File: src/rtl/mem_lsu.sv
// mem_lsu: pipelined MEM-stage load/store unit with in-order tracking FIFO and address-error detection.
// Optional LSU_KSEG_MAP_EN maps kseg0/kseg1 virtual addresses to physical addresses.
module mem_lsu #(
  parameter int DEPTH      = 4,
  parameter int REG_ADDR_W = 5
) (
  input  logic                      clk,
  input  logic                      rst_n,
  input  logic                      issue_valid,
  output logic                      issue_ready,
  input  logic [2:0]                issue_op,
  input  logic [31:0]               issue_addr,
  input  logic [31:0]               issue_wdata,
  input  logic [REG_ADDR_W-1:0]     issue_wd,
  input  logic                      flush,
  output logic                      data_req,
  output logic                      data_wr,
  output logic [1:0]                data_size,
  output logic [31:0]               data_addr,
  output logic [31:0]               data_wdata,
  input  logic [31:0]               data_rdata,
  input  logic                      data_addr_ok,
  input  logic                      data_data_ok,
  output logic                      resp_valid,
  output logic                      resp_wreg,
  output logic [REG_ADDR_W-1:0]     resp_wd,
  output logic [31:0]               resp_wdata,
  output logic                      exc_valid,
  output logic [4:0]                exc_code,
  output logic [31:0]               exc_badvaddr,
  output logic [$clog2(DEPTH):0]    outstanding
);
  localparam int PW = $clog2(DEPTH);
  localparam int CW = PW + 1;

  logic [2:0]            op_q [DEPTH];
  logic [1:0]            a_q  [DEPTH];
  logic [REG_ADDR_W-1:0] wd_q [DEPTH];
  logic [DEPTH-1:0]      kill_q;
  logic [PW-1:0]         wp_q, rp_q;
  logic [CW-1:0]         cnt_q;
  logic                  resp_valid_q, resp_wreg_q, exc_valid_q;
  logic [REG_ADDR_W-1:0] resp_wd_q;
  logic [31:0]           resp_wdata_q, exc_badvaddr_q;
  logic [4:0]            exc_code_q;

  logic        aligned, push, pop, mis_acc, resp_d;
  logic [2:0]  sel_op;
  logic [1:0]  sel_a;
  logic [7:0]  rb;
  logic [15:0] rh;
  logic [31:0] ext;

  always_comb begin
    aligned     = (issue_op == 3'd4 || issue_op == 3'd7) ? (issue_addr[1:0] == 2'b00) :
                  (issue_op == 3'd2 || issue_op == 3'd3 || issue_op == 3'd6) ? !issue_addr[0] : 1'b1;
    data_req    = issue_valid & aligned & (cnt_q != CW'(DEPTH)) & !flush;
    push        = data_req & data_addr_ok;
    pop         = data_data_ok & (cnt_q != '0);
    mis_acc     = issue_valid & !aligned & (cnt_q == '0) & !flush;
    issue_ready = aligned ? push : mis_acc;
    data_wr     = issue_op >= 3'd5;
    data_size   = (issue_op == 3'd0 || issue_op == 3'd1 || issue_op == 3'd5) ? 2'd0 :
                  (issue_op == 3'd2 || issue_op == 3'd3 || issue_op == 3'd6) ? 2'd1 : 2'd2;
    data_wdata  = (data_size == 2'd0) ? {4{issue_wdata[7:0]}} :
                  (data_size == 2'd1) ? {2{issue_wdata[15:0]}} : issue_wdata;
`ifdef LSU_KSEG_MAP_EN
    data_addr   = (issue_addr[31:30] == 2'b10) ? {3'b000, issue_addr[28:0]} : issue_addr;
`else
    data_addr   = issue_addr;
`endif
    sel_op      = op_q[rp_q];
    sel_a       = a_q[rp_q];
    rb          = 8'(data_rdata >> {sel_a, 3'b000});
    rh          = 16'(data_rdata >> {sel_a[1], 4'b0000});
    ext         = (sel_op == 3'd0) ? {{24{rb[7]}}, rb} :
                  (sel_op == 3'd1) ? {24'b0, rb} :
                  (sel_op == 3'd2) ? {{16{rh[15]}}, rh} :
                  (sel_op == 3'd3) ? {16'b0, rh} : data_rdata;
    resp_d      = pop & !kill_q[rp_q] & !flush;
  end

  always_ff @(posedge clk or negedge rst_n) begin
    if (!rst_n) begin
      for (int i = 0; i < DEPTH; i++) begin
        op_q[i] <= '0;
        a_q[i]  <= '0;
        wd_q[i] <= '0;
      end
      kill_q         <= '0;
      wp_q           <= '0;
      rp_q           <= '0;
      cnt_q          <= '0;
      resp_valid_q   <= 1'b0;
      resp_wreg_q    <= 1'b0;
      resp_wd_q      <= '0;
      resp_wdata_q   <= '0;
      exc_valid_q    <= 1'b0;
      exc_code_q     <= '0;
      exc_badvaddr_q <= '0;
    end else begin
      kill_q <= flush ? '1 : kill_q;
      if (push) begin
        op_q[wp_q]   <= issue_op;
        a_q[wp_q]    <= issue_addr[1:0];
        wd_q[wp_q]   <= issue_wd;
        kill_q[wp_q] <= 1'b0;
        wp_q         <= wp_q + 1'b1;
      end
      if (pop) rp_q <= rp_q + 1'b1;
      cnt_q        <= cnt_q + CW'(push) - CW'(pop);
      resp_valid_q <= resp_d;
      if (resp_d) begin
        resp_wreg_q  <= sel_op < 3'd5;
        resp_wd_q    <= wd_q[rp_q];
        resp_wdata_q <= ext;
      end
      exc_valid_q <= mis_acc;
      if (mis_acc) begin
        exc_code_q     <= data_wr ? 5'd5 : 5'd4;
        exc_badvaddr_q <= issue_addr;
      end
    end
  end

  assign resp_valid   = resp_valid_q;
  assign resp_wreg    = resp_wreg_q;
  assign resp_wd      = resp_wd_q;
  assign resp_wdata   = resp_wdata_q;
  assign exc_valid    = exc_valid_q;
  assign exc_code     = exc_code_q;
  assign exc_badvaddr = exc_badvaddr_q;
  assign outstanding  = cnt_q;
endmodule

File: config.mk
export PLATFORM = sky130hd
export DESIGN_NAME = mem_lsu
export DESIGN_NICKNAME = d
export VERILOG_FILES = /design/src/rtl/mem_lsu.sv
export SDC_FILE = /design/constraint.sdc
export NUM_CORES = 1
export LEC_CHECK = 0
export CORE_ASPECT_RATIO = 1.25
export CORE_UTILIZATION = 40
export CTS_BUF_LIST = sky130_fd_sc_hd__clkbuf_8
export DETAILED_ROUTE_END_ITERATION = 7
export PLACE_DENSITY = 0.75
export SLEW_MARGIN = 30
export SYNTH_ARGS = -nofsm -noshare
export SYNTH_HDL_FRONTEND = slang
export SYNTH_SLANG_ARGS = --single-unit
export TNS_END_PERCENT = 20
File: constraint.sdc
create_clock -name clk -period 6.5 [get_ports clk]
set_clock_uncertainty 0.05 [all_clocks]
set_input_delay 1.3 -clock clk [delete_from_list [all_inputs] [get_ports clk]]
set_output_delay 1.3 -clock clk [all_outputs]
set_load 0.03 [all_outputs]
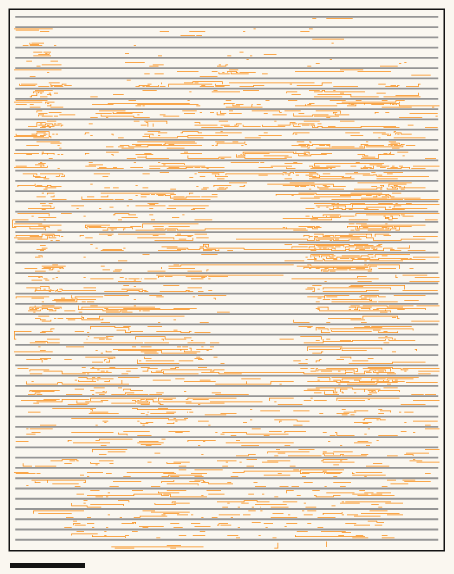
(images/layer_met1.png)
The bar under the picture is 20 µm long. Supply wires on this layer in grey.
share of all routed wire = 37%
wire length on this layer = 6410 µm
longest straight run = 33.6 µm
nets with wire on the layer = 723
main direction = horizontal

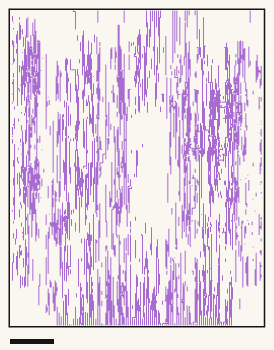
(images/layer_met2.png)
The bar under the picture is 20 µm long.
share of all routed wire = 54%
wire length on this layer = 9350 µm
longest straight run = 68.3 µm
main direction = vertical
nets with wire on the layer = 793
via count: 4998
total wire length: 17300 µm
met2 Track Usage GR: 40.6%

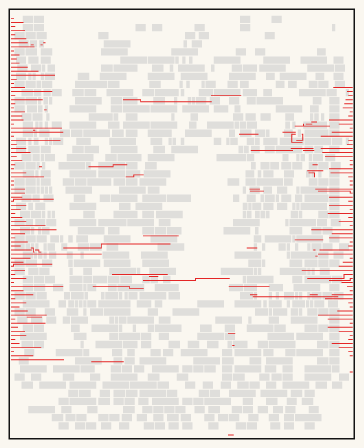
(images/layer_met3.png)
Cells faint in the background.
main direction = horizontal
longest straight run = 30.1 µm
nets with wire on the layer = 178
GR Util met3: 5.73%

==> results.py <==
# Synthesis and PnR figures
metrics = {
    "run_status": {
        "run_status": "completed",
    },
    "grt": {
        "top_usage_layer": "met2",
        "grt.total_usage_pct": 21.8,
        "grt_first_pass_wirelength_um": 27200,
    },
    "yosys": {
        "numSynthFlops": 125,
        "yosysCellCount": 538,
    },
    "worst_setup_path": {
        "reg2regPathDepth": 5,
        "setup.worst_path.end_class": "output pin",
        "r2r_start": "rp_q[1]",
        "crit_buf_inv": 3,
    },
    "layout": {
        "area.growth.synth_to_final_pct": 43.7,
        "n_antenna_cell": 0,
        "clkbuf_count": 18,
        "lay_top_cells": "clkdlybuf4s50_1, dfrtp_1, nand2_1, mux2_2, nor2_1",
        "clk_share_pct": 4.15,
    },
    "placed_design": {
        "place_ws_ns": 0.834,
        "place_inst": 939,
    },
    "power_and_ir_drop": {
        "seq_power_uw": 1320,
        "switching_power_uw": 1560,
        "p_per_area_mw_per_mm2": 433,
    },
    "clock_network": {
        "post-cts-setup-buffers": 0,
        "cts.clk_slew.worst_paths_ns": 0.07,
        "cts_tree": "built",
    },
    "min_path": {
        "min_from": "exc_code[2]",
    },
    "floorplanning": {
        "rows": 51,
    },
    "detailed_routing": {
        "top_layer": "met4",
        "viasPerCell": 5.16,
        "post-route-drc-count": 0,
    },
}
